`config.mk`:
```
export PLATFORM = sky130hd
export DESIGN_NAME = change_dispenser
export DESIGN_NICKNAME = d
export VERILOG_FILES = /design/src/rtl/change_dispenser.sv
export SDC_FILE = /design/constraint.sdc
export NUM_CORES = 1
export LEC_CHECK = 0
export CORE_MARGIN = 1
export CORE_UTILIZATION = 45
export CTS_CLUSTER_SIZE = 20
export DETAILED_ROUTE_END_ITERATION = 8
export PLACE_DENSITY = 0.7
export SETUP_SLACK_MARGIN = 0.1
export SYNTH_ARGS = -nofsm -noshare
export SYNTH_HDL_FRONTEND = slang
export SYNTH_SLANG_ARGS = --single-unit
```
`constraint.sdc`:
```
create_clock -name clk -period 5.2 [get_ports clk]
set_input_delay 0.78 -clock clk [delete_from_list [all_inputs] [get_ports clk]]
set_output_delay 0.78 -clock clk [all_outputs]
set_load 0.02 [all_outputs]
```
`src/rtl/change_dispenser.sv`:
```
// change_dispenser: queues dispense transactions from the vending FSM, actuates
// the purchased item over a valid/ready handshake, then pays the change one
// coin per handshake using greedy denominations 50/20/10/5/2/1.
module change_dispenser #(
   parameter  int MAX_ITEMS    = 1024,
   parameter  int MAX_NOTE_VAL = 100,
   parameter  int FIFO_DEPTH   = 4,
   localparam int IW           = $clog2(MAX_ITEMS),
   localparam int CW           = $clog2(MAX_NOTE_VAL) + 1
) (
   input  logic          clk,
   input  logic          rst,
   input  logic          item_dispense_valid,
   input  logic [IW-1:0] item_dispense,
   input  logic [CW-1:0] currency_change,
   output logic          item_out_valid,
   output logic [IW-1:0] item_out,
   input  logic          item_out_ready,
   output logic          coin_valid,
   output logic [6:0]    coin_value,
   input  logic          coin_ready,
   output logic          txn_done,
   output logic [3:0]    txn_coin_count,
   output logic          busy,
   output logic          overflow
);

   localparam int AW = $clog2(FIFO_DEPTH);

   typedef enum logic [2:0] {IDLE, LOAD, ITEM, COIN, DONE} state_t;

   state_t              state;
   logic [IW+CW-1:0]    mem [FIFO_DEPTH];
   logic [AW-1:0]       wr_ptr;
   logic [AW-1:0]       rd_ptr;
   logic [AW:0]         count;
   logic [IW-1:0]       item_reg;
   logic [CW-1:0]       rem_reg;
   logic [3:0]          coin_cnt;

   logic                pop;
   logic                push_ok;
   logic [IW-1:0]       head_item;
   logic [CW-1:0]       head_change;
   logic [6:0]          cur_coin;
   logic [CW-1:0]       rem_next;
   logic [3:0]          cnt_next;

   // Largest denomination not exceeding the remaining change (0 when nothing is owed).
   function automatic logic [6:0] greedy_coin(input logic [CW-1:0] r);
      logic [31:0] rv;
      rv = 32'(r);
      if (rv >= 32'd50)      return 7'd50;
      else if (rv >= 32'd20) return 7'd20;
      else if (rv >= 32'd10) return 7'd10;
      else if (rv >= 32'd5)  return 7'd5;
      else if (rv >= 32'd2)  return 7'd2;
      else if (rv >= 32'd1)  return 7'd1;
      else                   return 7'd0;
   endfunction

   // Index 0 (coin return) and the top index (sold out) carry no item to actuate.
   function automatic logic is_sentinel(input logic [IW-1:0] it);
      return (it == '0) || (it == IW'(MAX_ITEMS - 1));
   endfunction

   assign pop         = (state == LOAD);
   assign push_ok     = item_dispense_valid &&
                        ((count < (AW+1)'(FIFO_DEPTH)) || pop);
   assign head_item   = mem[rd_ptr][IW+CW-1:CW];
   assign head_change = mem[rd_ptr][CW-1:0];
   assign cur_coin    = greedy_coin(rem_reg);
   assign rem_next    = rem_reg - CW'(cur_coin);
   assign cnt_next    = (coin_cnt == 4'd15) ? 4'd15 : coin_cnt + 4'd1;

   assign item_out    = item_out_valid ? item_reg : '0;
   assign coin_value  = coin_valid ? cur_coin : '0;
   assign busy        = (state != IDLE) || (count != '0);

   // Transaction storage; contents need no reset since count gates every read.
   always_ff @(posedge clk) begin
      if (push_ok) mem[wr_ptr] <= {item_dispense, currency_change};
   end

   // FIFO pointers, occupancy and the sticky drop flag.
   always_ff @(posedge clk or posedge rst) begin
      if (rst) begin
         wr_ptr   <= '0;
         rd_ptr   <= '0;
         count    <= '0;
         overflow <= 1'b0;
      end else begin
         if (push_ok) wr_ptr <= wr_ptr + AW'(1);
         if (pop)     rd_ptr <= rd_ptr + AW'(1);
         case ({push_ok, pop})
            2'b10:   count <= count + (AW+1)'(1);
            2'b01:   count <= count - (AW+1)'(1);
            default: count <= count;
         endcase
         if (item_dispense_valid && !push_ok) overflow <= 1'b1;
      end
   end

   // Transaction sequencer: load, actuate item, pay coins, report completion.
   always_ff @(posedge clk or posedge rst) begin
      if (rst) begin
         state          <= IDLE;
         item_reg       <= '0;
         rem_reg        <= '0;
         coin_cnt       <= '0;
         item_out_valid <= 1'b0;
         coin_valid     <= 1'b0;
         txn_done       <= 1'b0;
         txn_coin_count <= '0;
      end else begin
         case (state)
            IDLE: begin
               // An entry being pushed this cycle is already at the head by LOAD.
               if ((count != '0) || item_dispense_valid) state <= LOAD;
            end
            LOAD: begin
               item_reg <= head_item;
               rem_reg  <= head_change;
               coin_cnt <= '0;
               if (!is_sentinel(head_item)) begin
                  state          <= ITEM;
                  item_out_valid <= 1'b1;
               end else if (head_change != '0) begin
                  state      <= COIN;
                  coin_valid <= 1'b1;
               end else begin
                  state          <= DONE;
                  txn_done       <= 1'b1;
                  txn_coin_count <= '0;
               end
            end
            ITEM: begin
               if (item_out_ready) begin
                  item_out_valid <= 1'b0;
                  if (rem_reg != '0) begin
                     state      <= COIN;
                     coin_valid <= 1'b1;
                  end else begin
                     state          <= DONE;
                     txn_done       <= 1'b1;
                     txn_coin_count <= coin_cnt;
                  end
               end
            end
            COIN: begin
               if (coin_ready) begin
                  rem_reg  <= rem_next;
                  coin_cnt <= cnt_next;
                  if (rem_next == '0) begin
                     state          <= DONE;
                     coin_valid     <= 1'b0;
                     txn_done       <= 1'b1;
                     txn_coin_count <= cnt_next;
                  end
               end
            end
            DONE: begin
               state          <= IDLE;
               txn_done       <= 1'b0;
               txn_coin_count <= '0;
            end
            default: state <= IDLE;
         endcase
      end
   end

endmodule

```
### I/O pins on the die edge

Pins as bars across the die edge, other pins in gray.
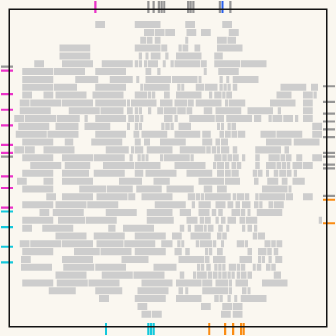
| color | port | pins | direction | edge |
|---|---|---|---|---|
| orange | `coin_value` | 7 | output | 5 bottom, 2 right |
| magenta | `item_dispense` | 10 | input | 9 left, 1 top |
| blue | `overflow` | 1 | output | top |
| cyan | `currency_change` | 8 | input | 4 left, 4 bottom |
all pins by edge: 15 left, 13 right, 12 top, 9 bottom
number of buffer cells added on primary ports: 47
die width: 110 um
Die H: 110 um

### Track usage over the die

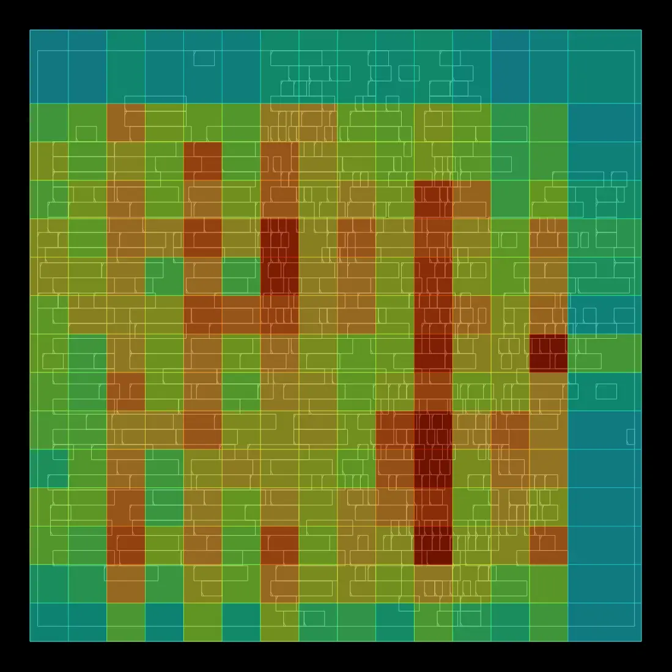
utilization after layout: 0.553
met1 layer usage reported by global route: 0.240
most congested layer reported by global routing: met2
Wirelength per Cell: 16.9 um

==> Slide: Implementation Results <==
Run Summary

CTS
  – # clock sinks: 112
  – Hold-fix buffer count after cts: 0
  – CTS tree: yes
  – Count of cells resized by post-cts repair: 0
  – Number of H-tree branching levels: 3
  – Setup bufs post-CTS: 0

Critical path
  – Category of the most critical setup path: flip-flop to flip-flop
  – Arrival time of the worst setup path: 4150 ps
  – Crit path required time: around 5400 ps
  – Slowest stage cell on the critical path: nor4_1
  – Critical Path Most Common Cell: a21oi_1
  – Chain of cells forming the critical path: nor4_1 -> a22oi_1 -> and2_1 -> inv_1 -> ha_1 -> nor2_1 -> a21oi_1 -> a21oi_1 -> a311oi_1 -> a41oi_1 -> nor3_4 -> mux2_4
  – Crit path largest cell delay: 570 ps
  – Crit path buf inv count: 1
  – Critical Path Source Type: flip-flop
  – CP max FO: 8
  – CP Capture Type: flip-flop

Floorplan
  – Chip area: roughly 12,000 sq um
  – Pre-Place Util: 0.472
  – Area of the core region: 11,100 sq um
  – Row count: 38
  – Number of top-level pins: 49

STA
  – Hold Fails Final Rpt: 0
  – Post-route setup TNS: 0 ps
  – Relative slew margins: 0.336
  – Worst setup skew after layout: 10.5 ps
  – Clock period minus worst slack: 3920 ps
  – Timing-limited maximum frequency: approximately 260 MHz
  – Endpoints failing setup: 0
  – Final clock period utilization by the worst path: 0.753
  – Post-Route Hold Slack: 471 ps

Route
  – Vias per inst: 5.66
  – Aggregate routed wire length: 10,100 um
  – DRC viols: 0
  – Remaining antenna violation count: 0
  – Initial detailed-routing violation count: 186

Power and ir drop
  – Leakage power figure: 2.33 nW
  – Clock power share: 0.176
  – Largest Pwr Group: combinational cells
  – Comb group: 0.00173 W
  – Power of the clock network: 0.000662 W
  – Cell internal power dissipation: approximately 0.0023 W
  – Power per unit of standard cell area: 616 nW/um^2
  – Largest vdd supply drop: 0.000258 V

Synthesis
  – Comb area leader: simple AND/OR/NAND/NOR gates
  – Top cells, area: edfxtp_1, dfrtp_1, mux4_1
  – Post-synth tally of flip-flops with integrated enable: approximately 72
  – Dominant register cell in the synthesized netlist: edfxtp_1
  – Xor/xnor share of the synthesized area: 0.0151
  – Multiplexer fraction of the synthesized cell area: 0.106
  – Seq share, synth: 0.605
  – Post-synthesis adder-cell area fraction: 0.0364
  – Synth Cell Area: around 5200 sq um
  – Cell with the most instances after synthesis: edfxtp_1
  – Yosys chip area: between 5000 and 6000 sq um
  – Post-synthesis register bit count: 112
  – Average instance area after synthesis: 12.9 sq um
  – Post-synthesis cell count from yosys: 404
  – And+or+nand+nor area frac: 0.128

Layout
  – Final Cell Area: 6120 sq um
  – Number of standard cells in the final layout excluding fillers: 596
  – Ant diodes: 0
  – Filler cell count: 917
  – Seq. cell area: around 3200 sq um
  – Final-stage net count: 488

Global routing
  – Global routing usage summed across all routing layers: 0.189
  – Number of global-route vias before repair: 3,392
  – Gr ovfl total: 0

Placement
  – HPWL Detailed: between 6000 and 7000 um
  – Placement Setup Slack: 1300 ps
  – Number of cells in the design after placement: approximately 580

Job
  – Number of warnings the tools reported: 29
  – Max-Cap Viols: 0

Run status
  – Result of the run: finished clean

Min path
  – Path type of the worst min-delay path: flip-flop to flip-flop
-- path summary, 6_finish.rpt --
check | from | cells after the start | to | slack, ps
worst max-delay path | rem_reg[7] | 12 | txn_coin_count[1] | 1280
worst min-delay path | overflow | 1 | overflow | 470
worst max register to register | rem_reg[7] | 12 | txn_coin_count[1] | 1280
worst min register to register | overflow | 1 | overflow | 470
max in group asynchronous | rst | 3 | rem_reg[0] | 3970
min in group asynchronous | rst | 3 | txn_coin_count[0] | 860
-- layout by cell type, fill, tap and decap left out, types with 3 or more instances in the layout --
cell,instances
xnor2_1,4
mux4_2,9
nor3_1,9
o21ai_0,22
a211oi_1,4
ha_1,12
clkdlybuf4s50_1,47
nand3_1,7
mux2i_1,6
nor4_1,4
edfxtp_1,72
xor2_1,5
dfrtp_1,40
nand2b_1,5
clkbuf_16,9
nand3b_1,3
nor2_1,26
nand2_1,55
inv_1,19
and2_1,16
mux4_1,9
a21oi_1,22
buf_4,3
-- routing by layer --
layer,vias to the layer above,part of all wire,track usage
met5,-,0,0
met4,0,0.023,0.0819
met3,22,0.041,0.0290
met2,85,0.51,0.320
met1,1680,0.43,0.240
li1,1585,-,-
-- area by class of cell --
| class | instances | share of cell area |
|---|---|---|
| multi-input combinational | 258 | 0.314 |
| tap | 140 | 0.0286 |
| inverter | 20 | 0.0123 |
| clock buffer | 10 | 0.0374 |
| clock inverter | 6 | 0.0100 |
| timing repair buffer | 50 | 0.0805 |
| sequential | 112 | 0.517 |
-- cells by family after synthesis --
family / Yosys count
and+or+nand+nor: 137
DFF: 112
AOI/OAI and AO/OA: 69
buffers and inverters: 34
muxes: 28
adders and majority gates: 14
xor gates and xnor gates: 9
other: 1
No activity file was given, so power comes from the tool's default toggle rates.
